File: src/rtl/controlador_gray_if.sv
// Bus between the test controller / Gray counter and the controlador_gray sequencer.
interface controlador_gray_if #(
    parameter int unsigned ANCHO = 5
);
    localparam int unsigned AN_N = ANCHO + 1;

    logic            inicio;
    logic            abortar;
    logic [AN_N-1:0] num_cuentas;
    logic [ANCHO-1:0] salida_gray;
    logic            enable;
    logic            reset_cnt;
    logic            ocupado;
    logic            listo;
    logic            error;
    logic [AN_N-1:0] conteo_err;

    // Controller / counter side.
    modport master (
        output inicio, abortar, num_cuentas, salida_gray,
        input  enable, reset_cnt, ocupado, listo, error, conteo_err
    );

    // Sequencer side.
    modport slave (
        input  inicio, abortar, num_cuentas, salida_gray,
        output enable, reset_cnt, ocupado, listo, error, conteo_err
    );
endinterface

File: src/rtl/controlador_gray.sv
// Sequencer and checker for a Gray counter: clears it, enables it for N clocks,
// compares every observed value against a binary-to-Gray reference, reports errors.
module controlador_gray #(
    parameter int unsigned ANCHO = 5
) (
    input  logic               clk,
    input  logic               reset,
    controlador_gray_if.slave  bus
);
    localparam int unsigned AN_N = ANCHO + 1;

    typedef enum logic [2:0] {
        IDLE    = 3'd0,
        LIMPIAR = 3'd1,
        ESPERA  = 3'd2,
        CONTAR  = 3'd3,
        FIN     = 3'd4,
        LISTO   = 3'd5
    } estado_t;

    estado_t          estado;
    estado_t          estado_sig;
    logic [ANCHO-1:0] cnt_bin;
    logic [AN_N-1:0]  restantes;
    logic             enable_d;
    logic             reset_cnt_d;
    logic             ocupado_d;
    logic             listo_d;
    logic [ANCHO-1:0] gray_ref_c;
    logic             chequear_c;
    logic             fallo_c;
    logic             aceptar_c;

    // State register.
    always_ff @(posedge clk or posedge reset) begin
        if (reset) estado <= IDLE;
        else       estado <= estado_sig;
    end

    // Next-state logic; an abort beats every other exit from LIMPIAR/ESPERA/CONTAR.
    always_comb begin
        estado_sig = estado;
        case (estado)
            IDLE:    if (bus.inicio) estado_sig = LIMPIAR;
            LIMPIAR: estado_sig = bus.abortar ? IDLE : ESPERA;
            ESPERA: begin
                if (bus.abortar)             estado_sig = IDLE;
                else if (restantes != '0)    estado_sig = CONTAR;
                else                         estado_sig = FIN;
            end
            CONTAR: begin
                if (bus.abortar)                  estado_sig = IDLE;
                else if (restantes == AN_N'(1))   estado_sig = FIN;
            end
            FIN:     estado_sig = LISTO;
            LISTO:   estado_sig = IDLE;
            default: estado_sig = IDLE;
        endcase
    end

    // Moore output decode of the upcoming state, so the registered outputs track the state register.
    always_comb begin
        enable_d    = 1'b0;
        reset_cnt_d = 1'b0;
        ocupado_d   = 1'b0;
        listo_d     = 1'b0;
        ocupado_d   = (estado_sig != IDLE);
        reset_cnt_d = (estado_sig == LIMPIAR);
        enable_d    = (estado_sig == CONTAR);
        listo_d     = (estado_sig == LISTO);
    end

    // Reference comparison; aborted cycles leave the error state untouched.
    always_comb begin
        aceptar_c  = (estado == IDLE) && bus.inicio;
        gray_ref_c = cnt_bin ^ (cnt_bin >> 1);
        chequear_c = ((estado == ESPERA) || (estado == CONTAR) || (estado == FIN))
                     && !(bus.abortar && (estado != FIN));
        fallo_c    = chequear_c && (bus.salida_gray != gray_ref_c);
    end

    // Datapath: latched count, binary reference, sticky error and saturating mismatch count.
    always_ff @(posedge clk or posedge reset) begin
        if (reset) begin
            restantes      <= '0;
            cnt_bin        <= '0;
            bus.error      <= 1'b0;
            bus.conteo_err <= '0;
        end else if (aceptar_c) begin
            restantes      <= bus.num_cuentas;
            cnt_bin        <= '0;
            bus.error      <= 1'b0;
            bus.conteo_err <= '0;
        end else begin
            if (estado == CONTAR) begin
                cnt_bin   <= cnt_bin + ANCHO'(1);
                restantes <= restantes - AN_N'(1);
            end
            if (fallo_c) begin
                bus.error <= 1'b1;
                if (bus.conteo_err != '1) bus.conteo_err <= bus.conteo_err + AN_N'(1);
            end
        end
    end

    // Registered control outputs.
    always_ff @(posedge clk or posedge reset) begin
        if (reset) begin
            bus.enable    <= 1'b0;
            bus.reset_cnt <= 1'b0;
            bus.ocupado   <= 1'b0;
            bus.listo     <= 1'b0;
        end else begin
            bus.enable    <= enable_d;
            bus.reset_cnt <= reset_cnt_d;
            bus.ocupado   <= ocupado_d;
            bus.listo     <= listo_d;
        end
    end
endmodule

File: src/flat_wrapper.sv
// flat-port wrapper written by rule: the top's interface ports become plain ports
module controlador_gray_flat 
#(
    parameter int unsigned ANCHO = 5
)
  (clk, reset, bus_inicio, bus_abortar, bus_num_cuentas, bus_salida_gray, bus_enable, bus_reset_cnt, bus_ocupado, bus_listo, bus_error, bus_conteo_err);
  controlador_gray_if #(.ANCHO(ANCHO)) bus_i ();
  input  logic clk;
  input  logic reset;
  input wire logic [$bits(bus_i.inicio)-1:0] bus_inicio;
  input wire logic [$bits(bus_i.abortar)-1:0] bus_abortar;
  input wire logic [$bits(bus_i.num_cuentas)-1:0] bus_num_cuentas;
  input wire logic [$bits(bus_i.salida_gray)-1:0] bus_salida_gray;
  output wire logic [$bits(bus_i.enable)-1:0] bus_enable;
  output wire logic [$bits(bus_i.reset_cnt)-1:0] bus_reset_cnt;
  output wire logic [$bits(bus_i.ocupado)-1:0] bus_ocupado;
  output wire logic [$bits(bus_i.listo)-1:0] bus_listo;
  output wire logic [$bits(bus_i.error)-1:0] bus_error;
  output wire logic [$bits(bus_i.conteo_err)-1:0] bus_conteo_err;
  assign bus_i.inicio = bus_inicio;
  assign bus_i.abortar = bus_abortar;
  assign bus_i.num_cuentas = bus_num_cuentas;
  assign bus_i.salida_gray = bus_salida_gray;
  assign bus_enable = bus_i.enable;
  assign bus_reset_cnt = bus_i.reset_cnt;
  assign bus_ocupado = bus_i.ocupado;
  assign bus_listo = bus_i.listo;
  assign bus_error = bus_i.error;
  assign bus_conteo_err = bus_i.conteo_err;
  controlador_gray #(.ANCHO(ANCHO)) u_core (.clk(clk), .reset(reset), .bus(bus_i));
endmodule
File: config.mk
export PLATFORM = sky130hd
export DESIGN_NAME = controlador_gray_flat
export DESIGN_NICKNAME = d
export VERILOG_FILES = /design/src/rtl/controlador_gray_if.sv /design/src/rtl/controlador_gray.sv /design/src/flat_wrapper.sv
export SDC_FILE = /design/constraint.sdc
export NUM_CORES = 1
export LEC_CHECK = 0
export ABC_CLOCK_PERIOD_IN_PS = 4800
export CORE_UTILIZATION = 54
export CTS_CLUSTER_DIAMETER = 100
export DETAILED_ROUTE_END_ITERATION = 16
export PLACE_DENSITY = 0.83
export SYNTH_ARGS = -nofsm -noshare
export SYNTH_HDL_FRONTEND = slang
export SYNTH_SLANG_ARGS = --single-unit
export TNS_END_PERCENT = 100
File: constraint.sdc
create_clock -name clk -period 4.8 [get_ports clk]
set_clock_uncertainty 0.2 [all_clocks]
set_input_delay 0.96 -clock clk [delete_from_list [all_inputs] [get_ports clk]]
set_output_delay 0.96 -clock clk [all_outputs]
set_load 0.03 [all_outputs]
**Run 1: clock wires, drivers and flops**

Drawn at 6 px/um.
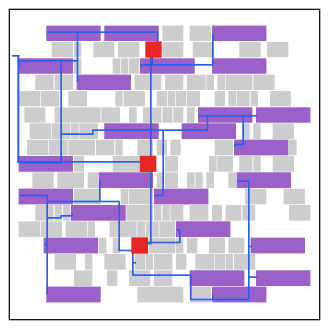
[flip-flops] purple | count: 25
[clock drivers] red | count: 3
[clock wires] blue | length: 329 um
routed clock nets: 4
flops lie: all over the die
Clk network pwr share: 13.3%
power in the clock group: 97.9 uW

**Run 1: placement by cell class**

Drawn at 6 px/um.
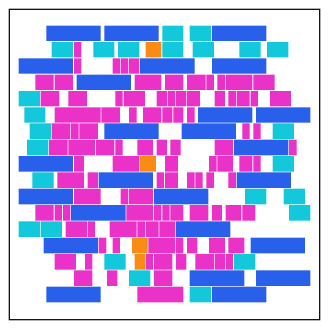
| class | colour | cells |
|---|---|---|
| combinational and other logic | magenta | 102 |
| clock drivers and dummy loads | orange | 4 |
| other buffers and delay cells | cyan | 25 |
| flops | blue | 25 |

==> summary.txt, run 1 <==
State of the implementation.

- The reg-to-reg endpoint is u_core.bus.conteo_err[4], for reference.
- The launch point of the worst register-to-register path is recorded as u_core.cnt_bin[0].
- Each instance of the synthesized netlist takes up on average 10.3 um2.
- The top cell type's share of synthesized area is between 40 and 50%, for reference.
- The signal arrival time at the worst endpoint is 1.53 ns, for reference.
- Counting endpoints that fail hold in the final report gives 0.
- The floorplan report gives the top-level pin count as 26.
- The CTS H-tree depth is 1, for reference.
- The final antenna diode tally reported by the flow is 0.
- Summing the sequential cell areas from Yosys gives 47.3% of the chip area.
- The global routing report lists met1 layer usage as 29.0%.
- The hold-critical path depth is 2, for reference.
- Entering global routing, the biggest net connects 26 pins.
- Of the available clock period, the critical path in the final layout requires ~56%.
- The flow reports that combinational logic draws 40.2% of the design power.
- The core area is roughly 2300 um2, for reference.
- The delay of the slowest cell on the worst path is 0.71 ns, for reference.
- The area fraction in full adders, half adders and majority gates is 6.62%, for reference.
- The number of clock buffers inserted by TritonCTS is 3, for reference.
- The share of the core area taken by cells at floorplan is 58.7%.
- The number of antenna violations at the first check in global routing is 0, for reference.
- In the detailed route, the total length drawn on met3 is around 73 um.
- The OpenROAD warning count is 28, for reference.
- The congestion estimate from routability-driven global placement came to 0.811.
- Subtracting the final worst setup slack from the clock period gives 2.69 ns.
- The root buffer cell chosen for the clock tree is sky130_fd_sc_hd__clkbuf_4.
- Counting both buffers and inverters, the worst setup path holds a total of 1.
- The cell with the most instances after synthesis is sky130_fd_sc_hd__dfrtp_1, for reference.
- The startpoint of the worst setup timing path is u_core.bus.conteo_err[2], for reference.
- In the synthesized netlist, mux cells make up 2.37% of the area.
- Hold is met by 0.329 ns.
- The largest area contributor in the synthesized netlist is sky130_fd_sc_hd__dfrtp_1, for reference.
- The total power divided by cell area is roughly 450 nW/um2, for reference.
- The dominant kind of combinational cell is simple AND/OR/NAND/NOR gates, for reference.
- After detailed routing, the total wire length is roughly 2.7 mm.
- The critical path capture point type is an output port, for reference.
- Per the detail_route report, routed wire per instance is 14.5 um.
- In the layout the commonest cells are sky130_fd_sc_hd__clkdlybuf4s50_1 (25), sky130_fd_sc_hd__dfrtp_1 (25), sky130_fd_sc_hd__nand2_1 (17).
- The detailed placer's ending HPWL is ~1.9 mm, for reference.
- The number of buffers inserted by hold repair at cts is 0, for reference.
- The synthesis-to-layout area growth is 23.3%, for reference.
- The first-pass GRT wire length is ~4.5 mm, for reference.
- The routed design uses between 1 and 1.5 mm of met2 wire.
- The count of instantiated cells in the yosys netlist is 128, for reference.
- The remaining routing DRC violations is 0, for reference.
- The clock input transition at the sequential cells of the worst setup and hold paths is approximately 0.14 ns, for reference.
- The script computed the net switching share of total power as 41.4%.
- Ranked by total cell area, the synthesized netlist is headed by sky130_fd_sc_hd__dfrtp_1 (47%), sky130_fd_sc_hd__ha_1 (6.6%), sky130_fd_sc_hd__xor2_1 (6.6%).
- The netlist area before placement is roughly 1300 um2, for reference.
- In the synthesized netlist the async set-or-reset flop fraction comes to 100%.
- Internal power comes to 430 uW.
- The top power group is registers, for reference.
- Measured along the y axis, the die boundary spans 51.5 um.
- The timing endpoint of the critical path is bus_conteo_err[2], for reference.
- The number of nets at floorplan is 150, for reference.
- Global routing consumed, over all layers together, 23.3% of the routing resources.
- The sum of routed wire segments on met1 is 1.20 mm, for reference.
- The finished cells cover 1630 um2.
- In this run, distinct cell masters in the synthesized netlist total 38.
- Per the timing report, the achievable frequency comes out to 0.371 GHz.
- The flow ran to the end, and the final reports show no timing, DRC or antenna violations.
- STA classifies the critical path startpoint as a register.
- The total number of nets in the final design is about 180, for reference.
- For the worst min-delay path, the startpoint reported by OpenROAD is u_core.bus.error.
- The synthesized-area fraction occupied by and/or/nand/nor cells is 22.5%, for reference.
- The clock reaches the later pin of the worst-skew pair after 0.33 ns.
- The slowest library cell on the worst path is sky130_fd_sc_hd__clkdlybuf4s50_1, for reference.
- The endpoint of the worst hold-timing path is u_core.bus.error, for reference.
- After clock tree synthesis, the setup repair step added 0 buffers.
- For reference, XOR and XNOR gates occupy under 10% of the area reported after synthesis.
- The final worst setup slack is about 2.1 ns, for reference.
- For this run, the detailed router's first-pass iteration total came to 4.
- The STA report counts the stages on the worst setup path as 1.
- The most used flip-flop cell after synthesis is sky130_fd_sc_hd__dfrtp_1, for reference.
- The actual slew at the worst max-slew pin is approximately 0.95 ns, for reference.
- OpenSTA, run right after detailed placement, puts the worst setup slack at around 2.1 ns.
- Setup violations remaining at the end of the flow were counted as 0.
- The leakage component of the power is 0.749 nW, for reference.
- Setup repair after global routing left no endpoint under its margin.
- The TritonCTS clock tree is yes, for reference.
- Headroom to the max-slew limit came out at between 30% and 40%.
- Walking the worst path, the cells encountered are clkdlybuf4s50_1.
- The cell family contributing the most delay on the critical path is buffers and inverters.
**Run 1: sequential cells grouped by signal name**

Drawn at 6 px/um. Other sequential cells in the stronger grey, the rest of the logic in the fainter grey.
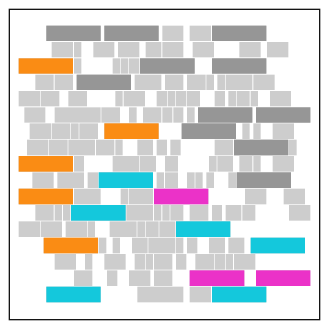
| name in the netlist | colour | flops |
|---|---|---|
| u_core.restantes | cyan | 6 |
| u_core.cnt_bin | orange | 5 |
| u_core.estado | magenta | 3 |
not coloured: 11
final cell utilization of the core: 72.3%
power in sequential cells: 341 uW
share of cell area taken by flip-flops and latches: 38.4%

**Run 1: cell placement**

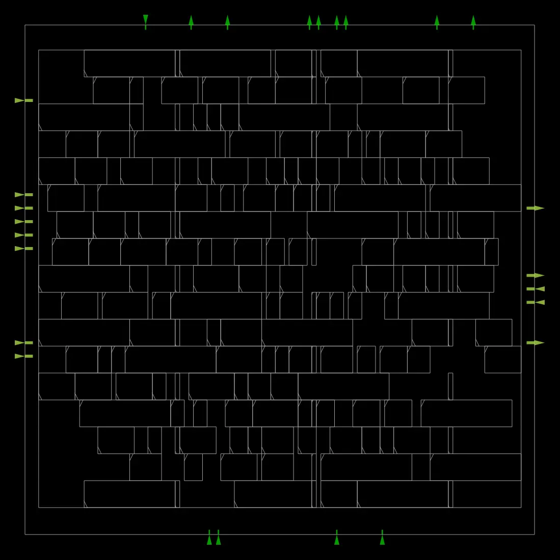
total number of placement rows: 17
count of filler cells inserted in the layout: 175
Final Non-Filler Cells: 184

==> run 1: area by class of cell <==
type / instances / area (um2)
clock buffer: 3 / 22.5
inverter: 5 / 18.8
sequential: 25 / 626
multi-input combinational: 97 / 673
timing repair buffer: 25 / 250
clock inverter: 1 / 5.00
fill: 175 / 624
tap: 28 / 35.0
==> run 1: registers in the layout, indices dropped and copies added (netlist names) <==
name                   count
u_core.bus.conteo_err      6
u_core.restantes           6
u_core.cnt_bin             5
u_core.estado              3
u_core.bus.enable          1
u_core.bus.error           1
u_core.bus.listo           1
u_core.bus.ocupado         1
u_core.bus.reset_cnt       1
==> run 2, diff against run 1 <==
--- a/config.mk
+++ b/config.mk
@@ -5,11 +5,11 @@
 export SDC_FILE = /design/constraint.sdc
 export NUM_CORES = 1
 export LEC_CHECK = 0
-export ABC_CLOCK_PERIOD_IN_PS = 4800
-export CORE_UTILIZATION = 54
+export ABC_CLOCK_PERIOD_IN_PS = 2240
+export CORE_UTILIZATION = 45
 export CTS_CLUSTER_DIAMETER = 100
 export DETAILED_ROUTE_END_ITERATION = 16
-export PLACE_DENSITY = 0.83
+export PLACE_DENSITY = 0.74
 export SYNTH_ARGS = -nofsm -noshare
 export SYNTH_HDL_FRONTEND = slang
 export SYNTH_SLANG_ARGS = --single-unit
==> constraint.sdc (replaced) <==
create_clock -name clk -period 2.24 [get_ports clk]
set_clock_uncertainty 0.2 [all_clocks]
set_input_delay 0.448 -clock clk [delete_from_list [all_inputs] [get_ports clk]]
set_output_delay 0.448 -clock clk [all_outputs]
set_load 0.03 [all_outputs]
==> run 2 against run 1 <==
  * Worst hold slack got worse by 0.064 ns
  * Power increased by 120%
  * Critical path type unchanged
  * Worst setup slack got worse by 2.0 ns
  * Largest cell class unchanged
  * Largest power group unchanged
  * Area after synthesis unchanged
  * Sequential cell count unchanged
  * Clock-buffer cell count increased by 1
==> summary.txt, run 2 <==
State of the implementation.

- The flow ran to the end, and the final reports show no timing, DRC or antenna violations.
- The OpenROAD warning count is 28, for reference.
- The slowest library cell on the worst path is sky130_fd_sc_hd__clkdlybuf4s50_1, for reference.
- The number of buffers inserted to repair setup after CTS is 0, for reference.
- The cell with the most instances after synthesis is sky130_fd_sc_hd__dfrtp_1, for reference.
- The first-pass GRT wire length is 4.64 mm, for reference.
- The number of antenna violations at the first check in global routing is 0, for reference.
- At the floorplan stage, the core utilization is reported as 47.5%.
- The number of buffers inserted by hold repair at cts is 0, for reference.
- The area of the multi-input gates is just under 700 um2, for reference.
- The signal arrival time at the worst endpoint is 1.51 ns, for reference.
- The cell chosen for the clock root is sky130_fd_sc_hd__clkbuf_4, for reference.
- For this run, the leading register cell type out of synthesis is sky130_fd_sc_hd__dfrtp_1.
- After the last flow step, the layout net total stands at 182.
- The combinational power share is 41.3%, for reference.
- In the final layout, the registers with the most flip-flops are u_core.bus.conteo_err: 6 flops, u_core.restantes: 6 flops, u_core.cnt_bin: 5 flops.
- The maximum clock frequency is 0.463 GHz, for reference.
- The top-level I/O count is 26, for reference.
- The clock input transition at the sequential cells of the worst setup and hold paths is ~0.13 ns, for reference.
- Summed over all layers, the routed wires come to 2.67 mm.
- The number of filler instances in the final layout is 233, for reference.
- Of the synthesized area, sequential elements account for 47.3%.
- The number of antenna diodes is 0, for reference.
- Per the gpl log, the routability congestion estimate is 0.868.
- The iteration count recorded for the first detailed-route pass is 4.
- In this run the number of cells on the critical path is 1.
- Timing analysis after detailed placement gives a worst setup slack of just over 0.001 ns.
- The largest single stage delay on the critical path is around 0.71 ns.
- The vertical die dimension is 56.2 um, for reference.
- The detailed placer's ending HPWL is 2.01 mm, for reference.
- In the final report, the number of endpoints failing setup comes to 0.
- The startpoint of the worst setup timing path is u_core.bus.conteo_err[2], for reference.
- The leakage component of the power is 0.761 nW, for reference.
- The count of standard-cell rows is 19, for reference.
- The worst pin sits at a relative slew slack of 78.4%.
- The remaining routing DRC violations is 0, for reference.
- Once layout is complete, the utilization of the core stands at 59.5%.
- The actual slew at the worst max-slew pin is 0.324 ns, for reference.
- The synthesized-area fraction occupied by and/or/nand/nor cells is 22.5%, for reference.
- The reg-to-reg endpoint is u_core.bus.conteo_err[4], for reference.
- Setup repair after global routing left no endpoint under its margin.
==> run 2: cell counts after synthesis <==
Identical to the previous run, type by type.
==> run 2: per-layer routing <==
layer | part of all wire, % | up-vias
li1 | - | 513
met1 | 46 | 487
met2 | 49 | 20
met3 | 3.0 | 5
met4 | 1.8 | 0
met5 | 0 | -
==> run 2: final cells by class <==
type	count	area share, %
Multi-Input combinational cell	97	40.7
Sequential cell	25	37.8
Timing Repair Buffer	28	16.5
Tap cell	31	2.34
Clock buffer	4	1.59
Inverter	5	1.13
==> run 2: power groups by stage <==
stage / registers, mW / logic [mW] / clock network, mW
floorplan: 0.792 / 0.358 / 0
global placement: 0.723 / 0.631 / 0
detailed placement: 0.735 / 0.654 / 0
CTS: 0.725 / 0.660 / 0.212
global route: 0.745 / 0.728 / 0.232
finish: 0.726 / 0.656 / 0.207
**Run 2: clock wires, drivers and flops**

Drawn at 4 px/um.
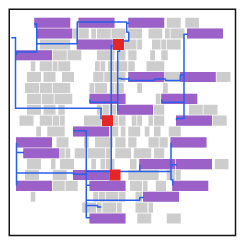
[flip-flops] purple | count: 25
[clock wires] blue | length: 312 um
[clock drivers] red | count: 3
routed clock nets: 4
power in the clock group: 207 uW
insertion delay to the later sink of the worst-skew pair: 0.32 ns
Clk network pwr share: 13.0%

Power and IR drop assume default switching activity.
